==> src/rtl/bcd_seg7_scan.sv <==
// Time-multiplexed 7-segment scanner for the clock display.
// Scans one BCD digit per slot with a dead-time gap, a 16-step PWM on-window,
// leading-zero blanking and per-digit decimal points. Inputs are captured once
// per frame so a digit never tears mid-scan.
module bcd_seg7_scan #(
  parameter int NUM_DIGITS    = 4,
  parameter int SCAN_DIV      = 12000,
  parameter int BLANK_CYCLES  = 64,
  parameter int BLANK_LEADING = 1,
  parameter int ACTIVE_LOW    = 0
) (
  input  logic                      clk,
  input  logic                      reset,
  input  logic [4*NUM_DIGITS-1:0]   bcd,
  input  logic [NUM_DIGITS-1:0]     dp_mask,
  input  logic [3:0]                brightness,
  output logic [6:0]                seg,
  output logic                      dp,
  output logic [NUM_DIGITS-1:0]     digit_sel,
  output logic                      frame_tick
);

  localparam int PW = (SCAN_DIV > 1) ? $clog2(SCAN_DIV) : 1;
  localparam int IW = (NUM_DIGITS > 1) ? $clog2(NUM_DIGITS) : 1;
  // Width of (brightness+1)*SCAN_DIV
  localparam int MW = PW + 5;

  localparam logic [PW-1:0] P_LAST  = PW'(SCAN_DIV - 1);
  localparam logic [IW-1:0] I_LAST  = IW'(NUM_DIGITS - 1);
  localparam logic [PW-1:0] P_BLANK = PW'(BLANK_CYCLES);

  // Pin polarity: registers hold the pin-level value, so "off" depends on ACTIVE_LOW
  localparam logic [6:0]            SEG_POL = (ACTIVE_LOW != 0) ? 7'h7F : 7'h00;
  localparam logic                  DP_POL  = (ACTIVE_LOW != 0);
  localparam logic [NUM_DIGITS-1:0] SEL_POL = (ACTIVE_LOW != 0) ? {NUM_DIGITS{1'b1}}
                                                                : {NUM_DIGITS{1'b0}};

  // Scan state
  logic [PW-1:0]           prescaler_q, prescaler_d;
  logic [IW-1:0]           idx_q, idx_d;
  logic [4*NUM_DIGITS-1:0] snap_bcd_q, snap_bcd_d;
  logic [NUM_DIGITS-1:0]   snap_dp_q, snap_dp_d;
  logic                    frame_tick_q, frame_tick_d;

  // Registered pin outputs
  logic [6:0]              seg_q, seg_d;
  logic                    dp_q, dp_d;
  logic [NUM_DIGITS-1:0]   sel_q, sel_d;

  logic                    slot_end;
  logic                    frame_end;

  // Per-digit views of the snapshot
  logic [3:0]              digit_nib [NUM_DIGITS];
  logic [NUM_DIGITS-1:0]   blank_vec;
  logic [NUM_DIGITS-1:0]   sel_onehot;

  logic [3:0]              cur_nib;
  logic                    cur_blank;
  logic                    cur_dp;

  // Brightness window arithmetic
  logic [MW-1:0]           on_prod;
  logic [MW-1:0]           p_ext;
  logic [MW-1:0]           p_next16;
  logic                    in_window;

  function automatic logic [6:0] seg7_decode(input logic [3:0] n);
    case (n)
      4'd0:    return 7'h3F;
      4'd1:    return 7'h06;
      4'd2:    return 7'h5B;
      4'd3:    return 7'h4F;
      4'd4:    return 7'h66;
      4'd5:    return 7'h6D;
      4'd6:    return 7'h7D;
      4'd7:    return 7'h07;
      4'd8:    return 7'h7F;
      4'd9:    return 7'h6F;
      default: return 7'h40;  // non-BCD nibble shows a dash
    endcase
  endfunction

  assign slot_end  = (prescaler_q == P_LAST);
  assign frame_end = slot_end && (idx_q == I_LAST);

  // Per-digit nibble split, one-hot select and leading-zero flags
  for (genvar gi = 0; gi < NUM_DIGITS; gi++) begin : g_digit
    assign digit_nib[gi]  = snap_bcd_q[4*gi +: 4];
    assign sel_onehot[gi] = (idx_q == IW'(gi));
    if (gi == 0 || BLANK_LEADING == 0) begin : g_noblank
      assign blank_vec[gi] = 1'b0;
    end else begin : g_blank
      // Blank when this digit and every digit above it are zero
      assign blank_vec[gi] = (snap_bcd_q[4*NUM_DIGITS-1:4*gi] == '0);
    end
  end

  assign cur_nib   = digit_nib[idx_q];
  assign cur_blank = blank_vec[idx_q];
  assign cur_dp    = snap_dp_q[idx_q];

  // on_end = max(BLANK_CYCLES+1, on_prod>>4). Rather than shifting, the upper
  // bound is tested as on_prod >= 16*(prescaler+1), which is equivalent to
  // prescaler < floor(on_prod/16); the first lit cycle is always allowed.
  assign on_prod  = ({{(MW-4){1'b0}}, brightness} + MW'(1)) * MW'(SCAN_DIV);
  assign p_ext    = {5'b00000, prescaler_q};
  assign p_next16 = (p_ext + MW'(1)) << 4;
  assign in_window = (prescaler_q >= P_BLANK) &&
                     ((prescaler_q == P_BLANK) || (on_prod >= p_next16));

  // Next-state for prescaler, digit index, frame snapshot and frame tick
  always_comb begin
    prescaler_d  = prescaler_q + PW'(1);
    idx_d        = idx_q;
    snap_bcd_d   = snap_bcd_q;
    snap_dp_d    = snap_dp_q;
    frame_tick_d = frame_end;
    if (slot_end) begin
      prescaler_d = '0;
      idx_d       = (idx_q == I_LAST) ? '0 : idx_q + IW'(1);
    end
    if (frame_end) begin
      snap_bcd_d = bcd;
      snap_dp_d  = dp_mask;
    end
  end

  // Next pin values: segments always track the current digit, select only in the window
  always_comb begin
    seg_d = (cur_blank ? 7'h00 : seg7_decode(cur_nib)) ^ SEG_POL;
    dp_d  = cur_dp ^ DP_POL;
    sel_d = (in_window ? sel_onehot : '0) ^ SEL_POL;
  end

  // Scan state registers
  always_ff @(posedge clk or posedge reset) begin
    if (reset) begin
      prescaler_q  <= '0;
      idx_q        <= '0;
      snap_bcd_q   <= '0;
      snap_dp_q    <= '0;
      frame_tick_q <= 1'b0;
    end else begin
      prescaler_q  <= prescaler_d;
      idx_q        <= idx_d;
      snap_bcd_q   <= snap_bcd_d;
      snap_dp_q    <= snap_dp_d;
      frame_tick_q <= frame_tick_d;
    end
  end

  // Output registers: seg, dp and digit_sel all update on the same edge
  always_ff @(posedge clk or posedge reset) begin
    if (reset) begin
      seg_q <= SEG_POL;
      dp_q  <= DP_POL;
      sel_q <= SEL_POL;
    end else begin
      seg_q <= seg_d;
      dp_q  <= dp_d;
      sel_q <= sel_d;
    end
  end

  assign seg        = seg_q;
  assign dp         = dp_q;
  assign digit_sel  = sel_q;
  assign frame_tick = frame_tick_q;

endmodule
==> config.mk <==
export PLATFORM = sky130hd
export DESIGN_NAME = bcd_seg7_scan
export DESIGN_NICKNAME = d
export VERILOG_FILES = /design/src/rtl/bcd_seg7_scan.sv
export SDC_FILE = /design/constraint.sdc
export NUM_CORES = 1
export LEC_CHECK = 0
export ABC_AREA = 1
export CAP_MARGIN = 20
export CORE_MARGIN = 1
export CORE_UTILIZATION = 50
export DETAILED_ROUTE_END_ITERATION = 7
export PLACE_DENSITY = 0.73
export SLEW_MARGIN = 20
export SYNTH_ARGS = -nofsm -noshare
export SYNTH_HDL_FRONTEND = slang
export SYNTH_SLANG_ARGS = --single-unit
==> constraint.sdc <==
create_clock -name clk -period 2.3 [get_ports clk]
set_input_delay 0.23 -clock clk [delete_from_list [all_inputs] [get_ports clk]]
set_output_delay 0.23 -clock clk [all_outputs]
set_load 0.02 [all_outputs]
==> results.py, run 1 <==
# Synthesis and PnR figures
metrics = {
    "outcome": {
        "status": "complete, but fails checks",
        "failed_checks": "setup timing",
    },
    "clocking": {
        "cts_tree": "yes",
        "numCtsBuffers": 5,
        "clk_pin_slew_ps": 90,
        "cts_max_path_buffers": 2,
        "cts_num_sinks": 49,
        "cts-root-buf": "clkbuf_8",
        "htreeDepth": 2,
    },
    "floorplan": {
        "rows": 31,
        "floorplan.core_util_pct": 51.85,
        "die_area_mm2": 0.007914,
        "pin_count": 39,
        "die_h_um": 88.96,
        "core_mm2": 0.007292,
        "die_width_um": 88.96,
    },
    "critical_path": {
        "arrival_ps": 4070,
        "reg2reg_from": "prescaler_q[0]",
        "endpoint_kind": "register",
        "reg2reg_to": "digit_sel[2]",
        "worstSetupPathType": "primary input to register",
        "crit_fanout": 4,
        "r2r_slack_ps": -190,
        "r2r_cells": 17,
        "cp.required_ps": 2490,
        "worst_setup_path_start_kind": "primary input",
    },
    "power": {
        "power.leakage_nw": 2.664,
        "power.internal_w": 0.002272,
        "swShare_pct": 40.59,
        "irDropWorstVdd_uv": 326.0,
        "powerDensity_mw_per_mm2": 734.6,
        "p_comb_share_pct": 60.9,
        "p_switching_w": 0.001553,
        "seqPwrFrac_pct": 22.5,
    },
    "flow_run": {
        "maxCapViolations": 0,
        "openroad.warnings": 40,
    },
    "layout": {
        "areaGrowthSynthToFinish_pct": 37.69,
        "n_antenna_cell": 0,
        "nNetsFinal": 679,
        "finalNonFillerCells": 690,
        "drive_gt1_share_pct": 23.86,
    },
    "timing": {
        "maxSlewHeadroom_pct": 59.29,
        "slew_violations": 0,
        "finalCritPeriodShare_pct": 168.5,
        "setup_viol": 4,
        "hold_viol": 0,
        "fin_setup_tns_ps": -6261,
        "fmax_mhz": 258.0,
        "tightest_slew_ps": 610.6,
        "fin_ws_ps": -1575,
        "rsz0062_at_grt": "yes",
        "period_needed_ps": 3875,
    },
    "synth": {
        "ys_seq_elements": 49,
        "syn_area_mm2": 0.003781,
        "flop_cell": "dfrtp_1",
        "adder_share_pct": 22.83,
        "syn_area_per_cell_um2": 7.623,
        "ys_area_mm2": 0.003781,
        "simple_gate_share_pct": 26.80,
        "synthTopCellsByArea": "dfrtp_1 32%, ha_1 18%, nand2_1 16%, inv_1 7.1%, fa_1 5.3%",
        "synth.most_common_cell": "nand2_1",
        "aoi_share_pct": 5.328,
        "edf_count": 0,
        "synth-async-reset-ratio_pct": 100.0,
        "top_logic_kind": "simple AND/OR/NAND/NOR gates",
        "largest_area_cell": "dfrtp_1",
        "common_cells": "160 x nand2_1, 72 x inv_1, 53 x ha_1, 49 x dfrtp_1, 48 x nor2_1",
        "synth.distinct_cells": 31,
        "postSynthSeqShare_pct": 32.43,
        "ys_sh_mux_pct": 0,
        "syn-instance-count": 496,
        "synth_nets": 585,
        "xor_share_pct": 3.938,
        "yosys-stat-cells": 496,
        "top_cell_area_share_pct": 32.43,
        "yosys_warnings": 0,
    },
    "route": {
        "vias": 3507,
        "ant_nets": 0,
        "drt-initial-drc-count": 214,
        "top_layer": "met4",
        "viasPerCell": 5.083,
        "drc": 0,
        "wl_met3_um": 346,
        "drt-met1-wl_mm": 4.355,
        "first_pass_iters": 5,
        "wl_met2_mm": 4.632,
        "routed_wl_mm": 9.495,
        "wire_per_inst_um": 13.76,
    },
    "global_routing": {
        "grt_pass1_vias": 3494,
        "gr-total-overflow": 0,
        "grt_max_degree": 50,
        "track_usage_pct": 25.37,
        "grt_pass1_wl_mm": 15.61,
        "antenna_found_initial": 0,
    },
    "placed_design": {
        "hpwl_mm": 6.857,
        "dp_cells": 675,
        "place_area_mm2": 0.004757,
        "routabilityCongestion": 0.8632,
        "port_buffers": 38,
    },
    "hold_path": {
        "hp-class": "primary input to asynchronous set/reset pin",
    },
}
-- run 1: power groups by stage --
stage | registers (W) | logic, W | clock network, W
3_3_place_gp | 0.000878 | 0.00167 | 0
4_1_cts | 0.000861 | 0.00192 | 0.000648
5_1_grt | 0.000861 | 0.00256 | 0.000680
6_report | 0.000861 | 0.00233 | 0.000635
3_5_place_dp | 0.000878 | 0.00173 | 0
2_1_floorplan | 0.000878 | 0.00120 | 0
-- run 1: cell type report --
| cell class | count | area (um^2) |
|---|---|---|
| timing repair buffer | 94 | 819.5 |
| clock inverter | 1 | 30.03 |
| inverter | 75 | 285.3 |
| fill | 568 | 2086 |
| multi-input combinational | 365 | 2635 |
| sequential | 49 | 1226 |
| clock buffer | 7 | 86.33 |
| tap | 99 | 123.9 |
-- run 1: worst max-delay path, stage by stage --
cell	delay, ps
buf_8	110
buf_6	110
nand3_4	90
xor2_4	170
inv_2	80
fa_1	520
ha_4	310
inv_2	40
fa_1	520
inv_2	50
ha_4	310
nand2_4	70
o21ai_4	160
nand2_2	80
nand2_4	90
nand2_4	60
nand2_2	80
nand2_2	50
nand2_2	70
ha_4	210
nand2_4	80
inv_1	40
nand2_1	60
nand2_2	70
a21oi_4	130
nand3_2	120
nand2_4	110
nor2_1	50
-- run 1: sequential cells by signal, indices dropped and copies added, names as in the netlist --
| name | cells |
|---|---|
| snap_bcd_q | 16 |
| prescaler_q | 14 |
| seg | 7 |
| digit_sel | 4 |
| snap_dp_q | 4 |
| idx_q | 2 |
| dp | 1 |
| frame_tick | 1 |
-- run 1: through the flow --
step | hold slack, ps | power, W | setup slack [ps]
after floorplan | 339.6 | 0.002078 | -1441
after global placement | 456.2 | 0.002543 | -2306
after detailed placement | 465.9 | 0.002604 | -2422
after CTS | 436.8 | 0.003425 | -1512
after global routing | 464.7 | 0.004102 | -1840
final | 406.6 | 0.003824 | -1575
-- run 1: cell usage in the layout, fill, tap and decap left out, drive strengths merged, types with 2 or more instances in the layout --
master and n:
a21oi 18, buf 60, clkbuf 7, clkdlybuf4s50 34, dfrtp 49, fa 10, ha 53, inv 73
nand2 161, nand3 24, nand4 6, nor2 49, nor3 5, o21a 2, o21ai 12, xnor2 2
xor2 15
-- run 1: how the worst max path moves through the flow --
| stage | startpoint | to | slack, ps |
|---|---|---|---|
| final | brightness[0] | digit_sel[2] | -1580 |
| after CTS | brightness[0] | digit_sel[3] | -1510 |
| after detailed placement | brightness[0] | digit_sel[1] | -2420 |
| after global placement | brightness[0] | digit_sel[1] | -2310 |
| after floorplan | brightness[1] | digit_sel[1] | -1440 |
| after global routing | brightness[0] | digit_sel[3] | -1840 |
-- run 1: routing by layer --
metal	track usage, %	vias to the layer above
met5	0	-
met4	4.906	0
met3	3.232	14
met2	42.87	92
met1	35.39	1663
li1	-	1738
-- run 1: cell families (layout without fill, tap and decap cells) --
family,count (synthesis),count (layout)
xor gates and xnor gates,17,17
buffers and inverters,82,177
DFF,49,49
AOI/OAI and AO/OA,37,37
and+or+nand+nor,248,248
adders and majority gates,63,63
-- run 1: what timing repair did --
action,in CTS,in global routing
setup endpoints to repair,4,4
endpoints found under the hold margin,0,0
resized,48,36
hold buffers,0,0
setup buffers,6,1
pin swaps,35,43
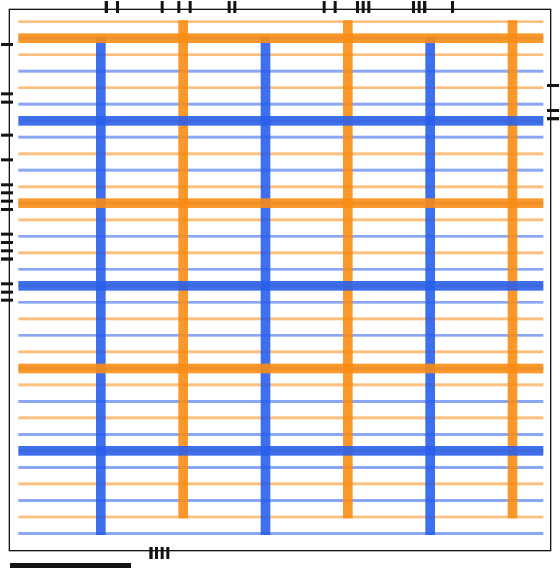
Fig. 1. Power grid (run 1).
Bar = 20 um. Pins as bars on the die edge.
Key: VSS = blue; VDD = orange
The core has 31 rows. 39 signal pins sit on the boundary.

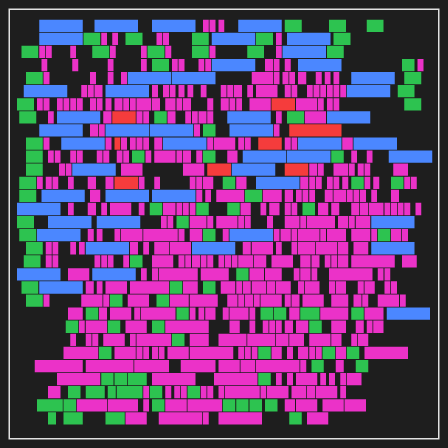
Fig. 2. Cells colored by class (run 1).
Key: remaining logic cells = magenta [cells 440]; clock drivers and dummy loads = red [cells 8]; registers = blue [cells 49]; remaining buffers and delay cells = green [cells 94]
Finished Core Util: 71.40%
Final Instance Area: 0.005206 mm^2

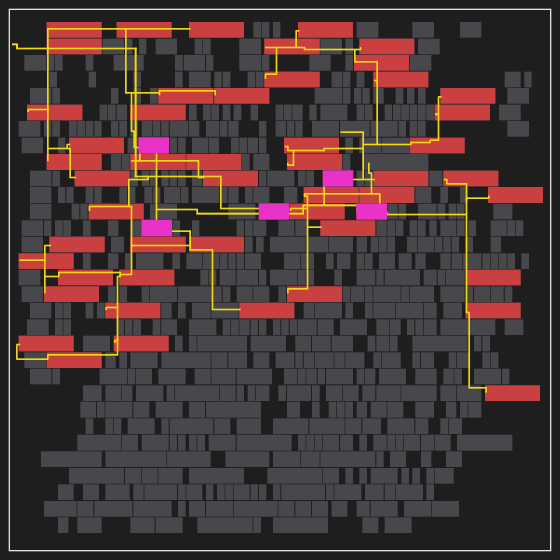
Fig. 3. Clock network drawn from the DEF (run 1).
Key: flip-flops = red [count 49]; clock wires = yellow [length 580 um]; clock-net drivers = magenta [count 5]
There are 6 routed clock nets.
clock share of power: 16.6%
clk_lat worst skew: 300 ps
clock skew: 6.541 ps
Clk. pwr: 0.000635 W

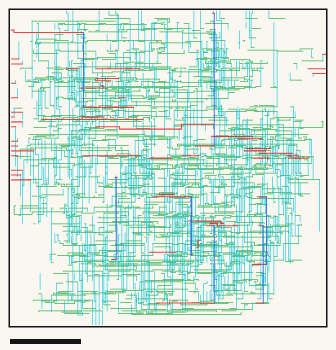
Fig. 4. Signal wires by layer (run 1).
Bar = 20 um.
Key: M1 = green [wire length 4,360 um]; M3 = red [wire length 347 um]; M2 = cyan [wire length 4,630 um]; M4 = blue [wire length 161 um]

==> run 2: changes to the inputs <==
--- a/config.mk
+++ b/config.mk
@@ -11,7 +11,7 @@
 export CORE_UTILIZATION = 50
 export DETAILED_ROUTE_END_ITERATION = 7
 export PLACE_DENSITY = 0.73
-export SLEW_MARGIN = 20
+export SLEW_MARGIN = 0
 export SYNTH_ARGS = -nofsm -noshare
 export SYNTH_HDL_FRONTEND = slang
 export SYNTH_SLANG_ARGS = --single-unit
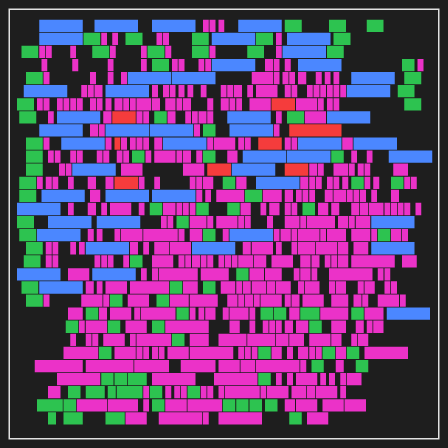
Fig. 5. Cells colored by class (run 2).
Key: clock drivers and dummy loads = red [cells 8]; remaining logic cells = magenta [cells 440]; registers = blue [cells 49]; remaining buffers and delay cells = green [cells 94]

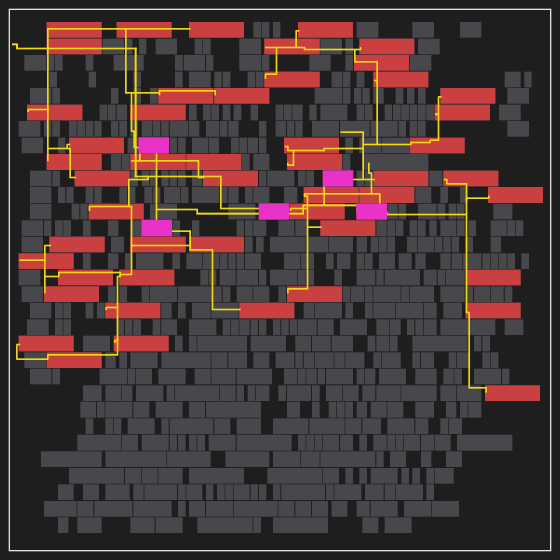
Fig. 6. Clock network drawn from the DEF (run 2).
Key: clock wires = yellow [length 580 um]; flip-flops = red [count 49]; clock-net drivers = magenta [count 5]
There are 6 routed clock nets.

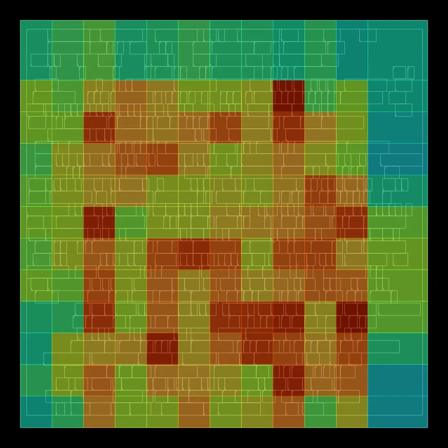
Fig. 7. Routing congestion map (run 2).
met1 usage: 35.39%
grt met3 use: 3.232%

==> results.py, run 2 <==
# Synthesis and PnR figures
metrics = {
    "floorplan": {
        "die_area_mm2": 0.007914,
        "rows": 31,
        "core_mm2": 0.007292,
        "floorplan.core_util_pct": 51.85,
        "pin_count": 39,
        "die_width_um": 88.96,
        "die_h_um": 88.96,
    },
    "global_routing": {
        "grt_pass1_vias": 3494,
        "grt_max_degree": 50,
        "gr-total-overflow": 0,
        "antenna_found_initial": 0,
        "grt_pass1_wl_mm": 15.61,
        "track_usage_pct": 25.37,
    },
    "timing": {
        "finalHoldWorstSlack_ps": 406.6,
        "hold_viol": 0,
        "tightest_slew_ps": 610.6,
        "fmax_mhz": 258.0,
        "fin_ws_ps": -1575,
        "fin_setup_tns_ps": -6261,
        "setup_viol": 4,
        "slew_violations": 0,
        "period_needed_ps": 3875,
        "rsz0062_at_grt": "yes",
        "maxSlewHeadroom_pct": 59.29,
        "finClkSkew_ps": 6.541,
    },
    "synth": {
        "ys_area_mm2": 0.003781,
        "synthTopCellsByArea": "dfrtp_1 32%, ha_1 18%, nand2_1 16%, inv_1 7.1%, fa_1 5.3%",
        "top_logic_kind": "simple AND/OR/NAND/NOR gates",
        "largest_area_cell": "dfrtp_1",
        "top_cell_area_share_pct": 32.43,
        "yosys_warnings": 0,
        "syn_area_mm2": 0.003781,
        "syn_area_per_cell_um2": 7.623,
        "common_cells": "160 x nand2_1, 72 x inv_1, 53 x ha_1, 49 x dfrtp_1, 48 x nor2_1",
        "ys_sh_mux_pct": 0,
        "simple_gate_share_pct": 26.80,
        "yosys-stat-cells": 496,
        "ys_seq_elements": 49,
        "edf_count": 0,
        "flop_cell": "dfrtp_1",
        "adder_share_pct": 22.83,
        "synth.distinct_cells": 31,
        "aoi_share_pct": 5.328,
        "postSynthSeqShare_pct": 32.43,
        "syn-instance-count": 496,
        "synth.most_common_cell": "nand2_1",
        "synth_nets": 585,
        "synth-async-reset-ratio_pct": 100.0,
        "xor_share_pct": 3.938,
    },
    "layout": {
        "areaGrowthSynthToFinish_pct": 37.69,
        "lay_top_cells": "143 x nand2_1, 62 x inv_1, 51 x buf_4, 49 x dfrtp_1, 42 x ha_1",
        "n_antenna_cell": 0,
        "final_common_cell": "nand2_1",
        "final_util_pct": 71.40,
        "top_register": "snap_bcd_q",
        "nNetsFinal": 679,
        "largest_reg_flops": 16,
        "fillers": 568,
        "drive_gt1_share_pct": 23.86,
    },
    "route": {
        "wire_per_inst_um": 13.76,
        "viasPerCell": 5.083,
        "first_pass_iters": 5,
        "ant_nets": 0,
        "drt-initial-drc-count": 214,
        "vias": 3507,
        "drc": 0,
    },
    "critical_path": {
        "r2r_cells": 17,
        "crit_fanout": 4,
        "worstSetupPathType": "primary input to register",
        "arrival_ps": 4070,
        "slowest_delay_ps": 520,
        "crit_path_top_delay_cell": "fa_1",
        "worst_setup_path_start_kind": "primary input",
        "endpoint_kind": "register",
        "reg2reg_to": "digit_sel[2]",
        "reg2reg_from": "prescaler_q[0]",
        "r2r_slack_ps": -190,
    },
    "clocking": {
        "htreeDepth": 2,
        "numCtsBuffers": 5,
        "clk_pin_slew_ps": 90,
        "cts_max_path_buffers": 2,
        "cts_tree": "yes",
        "clk_latency_ps": 300,
        "hold_buffers": 0,
        "cts-root-buf": "clkbuf_8",
    },
    "flow_run": {
        "openroad.warnings": 40,
        "maxCapViolations": 0,
    },
    "outcome": {
        "failed_checks": "setup timing",
        "status": "complete, but fails checks",
    },
    "placed_design": {
        "port_buffers": 38,
        "hpwl_mm": 6.857,
        "place_ws_ps": -2422,
        "routabilityCongestion": 0.8632,
    },
    "power": {
        "irDropWorstVdd_uv": 326.0,
        "powerDensity_mw_per_mm2": 734.6,
        "power.leakage_nw": 2.664,
    },
    "hold_path": {
        "hp-class": "primary input to asynchronous set/reset pin",
    },
}
[run 2: cell counts in the layout (fill, tap and decap cells not counted)]
No cell type changed its count.
[run 2: cell families (layout without fill, tap and decap cells)]
| group | after synthesis | after routing |
|---|---|---|
| flip-flops | 49 | 49 |
| XOR/XNOR | 17 | 17 |
| buffers and inverters | 82 | 177 |
| adder cells (fa/ha/maj) | 63 | 63 |
| AND-OR/OR-AND | 37 | 37 |
| AND/OR/NAND/NOR | 248 | 248 |
[run 2: critical path: cells and delay by family]
family	cells	cell delay, ps
AND/OR/NAND/NOR	14	1080
AND-OR/OR-AND	2	290
adder cells (fa/ha/maj)	5	1870
XOR/XNOR	1	170
buffers and inverters	6	430
[run 2: cell type report]
cell class	count	area, um^2	share of cell area [%]
multi-input combinational	365	2635	50.61
sequential	49	1226	23.55
tap	99	123.9	2.379
clock buffer	7	86.33	1.658
clock inverter	1	30.03	0.5768
timing repair buffer	94	819.5	15.74
inverter	75	285.3	5.479
[run 2: how the worst max path moves through the flow]
stage / startpoint / end / slack (ps)
after floorplan: brightness[1] / digit_sel[1] / -1440
after global placement: brightness[0] / digit_sel[1] / -2310
after detailed placement: brightness[0] / digit_sel[1] / -2420
after CTS: brightness[0] / digit_sel[3] / -1510
after global routing: brightness[0] / digit_sel[3] / -1840
final: brightness[0] / digit_sel[2] / -1580
[run 2: per-stage QoR]
stage | power [W] | instances | area (um^2)
6_report | 0.003824 | 690 | 5206
5_1_grt | 0.004102 | 690 | 5206
4_1_cts | 0.003425 | 689 | 5042
3_5_place_dp | 0.002604 | 675 | 4757
3_3_place_gp | 0.002543 | 675 | 4757
2_1_floorplan | 0.002078 | 496 | 3931
[run 2: per-layer routing]
metal	global-route usage [%]	wire (um)
met3	3.232	346
met2	42.87	4632
met1	35.39	4355
met5	0	0
met4	4.906	160
[run 2: where the power goes]
part | switching (W) | internal (W) | total [W]
Sequential | 0 | 0.000861 | 0.000861
Combinational | 0.00127 | 0.00106 | 0.00233
Clock | 0.000280 | 0.000355 | 0.000635
Total | 0.00155 | 0.00227 | 0.00382
[run 2: timing repair]
| item | in CTS | in global routing |
|---|---|---|
| pin swaps | 35 | 43 |
| buffers inserted | 6 | 1 |
| resized | 48 | 36 |
| setup endpoints to repair | 4 | 4 |
==> run 3: changes to the inputs <==
--- a/config.mk
+++ b/config.mk
@@ -7,7 +7,6 @@
 export LEC_CHECK = 0
 export ABC_AREA = 1
 export CAP_MARGIN = 20
-export CORE_MARGIN = 1
 export CORE_UTILIZATION = 50
 export DETAILED_ROUTE_END_ITERATION = 7
 export PLACE_DENSITY = 0.73
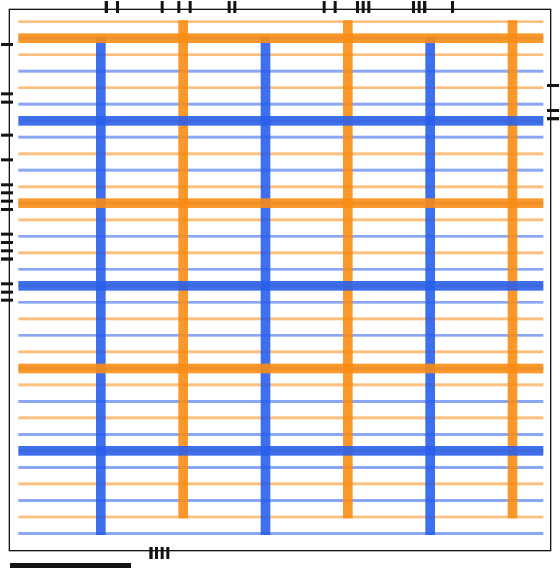
Fig. 8. Power grid (run 3).
Bar = 20 um. Pins as bars on the die edge.
Key: VSS = blue; VDD = orange
The core has 31 rows. 6 straps on met4. 32 met1 rails follow the rows. 39 signal pins sit on the boundary. 6 straps on met5.
die height: 88.96 um
core box area: 0.007292 mm^2

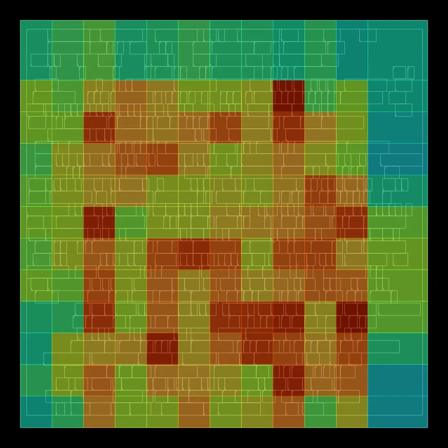
Fig. 9. Routing congestion map (run 3).
gr usage total: 25.37%
gr busiest metal: met2
GRT met2 Usage: 42.87%
DR WL/cell: 13.76 um

==> results.py, run 3 <==
# Synthesis and PnR figures
metrics = {
    "route": {
        "ant_nets": 0,
        "drc": 0,
        "first_pass_iters": 5,
        "drt-initial-drc-count": 214,
    },
    "synth": {
        "syn_area_mm2": 0.003781,
        "synth-async-reset-ratio_pct": 100.0,
        "flop_cell": "dfrtp_1",
        "common_cells": "160 x nand2_1, 72 x inv_1, 53 x ha_1, 49 x dfrtp_1, 48 x nor2_1",
        "syn-instance-count": 496,
        "synth.most_common_cell": "nand2_1",
        "ys_area_mm2": 0.003781,
        "edf_count": 0,
        "synth.distinct_cells": 31,
        "largest_area_cell": "dfrtp_1",
        "top_cell_area_share_pct": 32.43,
        "synth_nets": 585,
        "syn_area_per_cell_um2": 7.623,
        "postSynthSeqShare_pct": 32.43,
    },
    "clocking": {
        "htreeDepth": 2,
        "numCtsBuffers": 5,
        "cts_tree": "yes",
        "cts-root-buf": "clkbuf_8",
        "hold_buffers": 0,
        "clk_pin_slew_ps": 90,
    },
    "timing": {
        "fin_ws_ps": -1575,
        "finClkSkew_ps": 6.541,
        "setup_viol": 4,
        "fmax_mhz": 258.0,
        "maxSlewHeadroom_pct": 59.29,
        "slew_violations": 0,
        "fin_setup_tns_ps": -6261,
        "period_needed_ps": 3875,
        "tightest_slew_ps": 610.6,
        "rsz0062_at_grt": "yes",
    },
    "flow_run": {
        "openroad.warnings": 40,
        "maxCapViolations": 0,
    },
    "power": {
        "total_power_w": 0.003824,
        "irDropWorstVdd_uv": 326.0,
        "powerDensity_mw_per_mm2": 734.6,
        "power.leakage_nw": 2.664,
    },
    "floorplan": {
        "die_area_mm2": 0.007914,
        "pin_count": 39,
        "floorplan.core_util_pct": 51.85,
        "die_width_um": 88.96,
    },
    "layout": {
        "drive_gt1_share_pct": 23.86,
        "nNetsFinal": 679,
        "top_register": "snap_bcd_q",
        "n_antenna_cell": 0,
        "final_cell_area_mm2": 0.005206,
        "largest_reg_flops": 16,
        "fillers": 568,
        "final_util_pct": 71.40,
    },
    "global_routing": {
        "grt_pass1_wl_mm": 15.61,
        "antenna_found_initial": 0,
        "grt_max_degree": 50,
        "gr-total-overflow": 0,
    },
    "placed_design": {
        "port_buffers": 38,
        "place_area_mm2": 0.004757,
        "hpwl_mm": 6.857,
        "routabilityCongestion": 0.8632,
    },
    "critical_path": {
        "worstSetupPathType": "primary input to register",
        "arrival_ps": 4070,
        "endpoint_kind": "register",
        "worst_setup_path_start_kind": "primary input",
        "r2r_cells": 17,
        "r2r_slack_ps": -190,
        "reg2reg_to": "digit_sel[2]",
        "crit_fanout": 4,
        "slowest_delay_ps": 520,
        "reg2reg_from": "prescaler_q[0]",
        "timing.critical_path.from": "brightness[0]",
        "crit_path_top_delay_cell": "fa_1",
    },
    "outcome": {
        "status": "complete, but fails checks",
        "failed_checks": "setup timing",
    },
    "hold_path": {
        "hp-class": "primary input to asynchronous set/reset pin",
    },
}
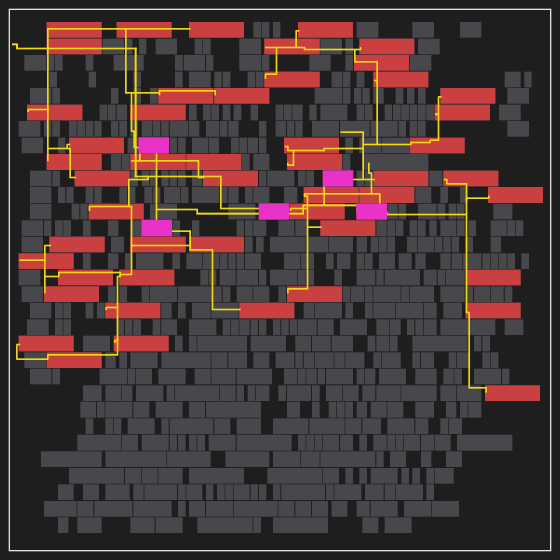
Fig. 10. Clock network drawn from the DEF (run 3).
Key: clock wires = yellow [length 580 um]; clock-net drivers = magenta [count 5]; flip-flops = red [count 49]
There are 6 routed clock nets.

==> run 3: per-stage QoR <==
step / hold WS [ps] / setup slack, ps / cells
global placement: 456.2 / -2306 / 675
finish: 406.6 / -1575 / 690
detailed placement: 465.9 / -2422 / 675
global route: 464.7 / -1840 / 690
floorplan: 339.6 / -1441 / 496
CTS: 436.8 / -1512 / 689
==> run 3: critical path, delay by kind of cell <==
kind | cells | cell delay, ps
adder cells (fa/ha/maj) | 5 | 1870
AND-OR/OR-AND | 2 | 290
AND/OR/NAND/NOR | 14 | 1080
XOR/XNOR | 1 | 170
buffers and inverters | 6 | 430
==> run 3: what timing repair did <==
item,4_1_cts,5_1_grt
endpoints found under the setup margin,4,4
endpoints found under the hold margin,0,0
setup buffers,6,1
resized,48,36
pin swaps,35,43
==> run 3: final cells by class <==
type	instances	area [um^2]	share of cell area, %
clock inverters	1	30.03	0.5768
inverters	75	285.3	5.479
multi-input cells	365	2635	50.61
flip-flops and latches	49	1226	23.55
well taps	99	123.9	2.379
clock buffers	7	86.33	1.658
repair buffers	94	819.5	15.74
==> run 3: worst min-delay path by stage <==
| stage | from | endpoint | depth (start not counted) |
|---|---|---|---|
| floorplan | bcd[0] | snap_bcd_q[0] | 2 |
| global placement | snap_dp_q[1] | snap_dp_q[1] | 2 |
| detailed placement | snap_dp_q[1] | snap_dp_q[1] | 2 |
| CTS | reset | snap_bcd_q[14] | 3 |
| global route | bcd[9] | snap_bcd_q[9] | 3 |
| finish | reset | seg[2] | 3 |
==> run 3: routing by layer <==
layer  global-route usage [%]  wire [um]
met5                        0          0
met4                    4.906        160
met3                    3.232        346
met2                    42.87       4632
met1                    35.39       4355
==> run 3: cells by family after synthesis <==
kind of cell / share of synthesized area [%]
AND-OR/OR-AND: 5.328
XOR/XNOR: 3.938
adder cells (fa/ha/maj): 22.83
buffers and inverters: 8.670
flip-flops: 32.43
AND/OR/NAND/NOR: 26.80
==> run 3: power by group <==
part	switching, W	internal [W]	total (W)
Sequential	0	0.000861	0.000861
Clock	0.000280	0.000355	0.000635
Combinational	0.00127	0.00106	0.00233
Total	0.00155	0.00227	0.00382
No activity file was given, so power comes from the tool's default toggle rates.
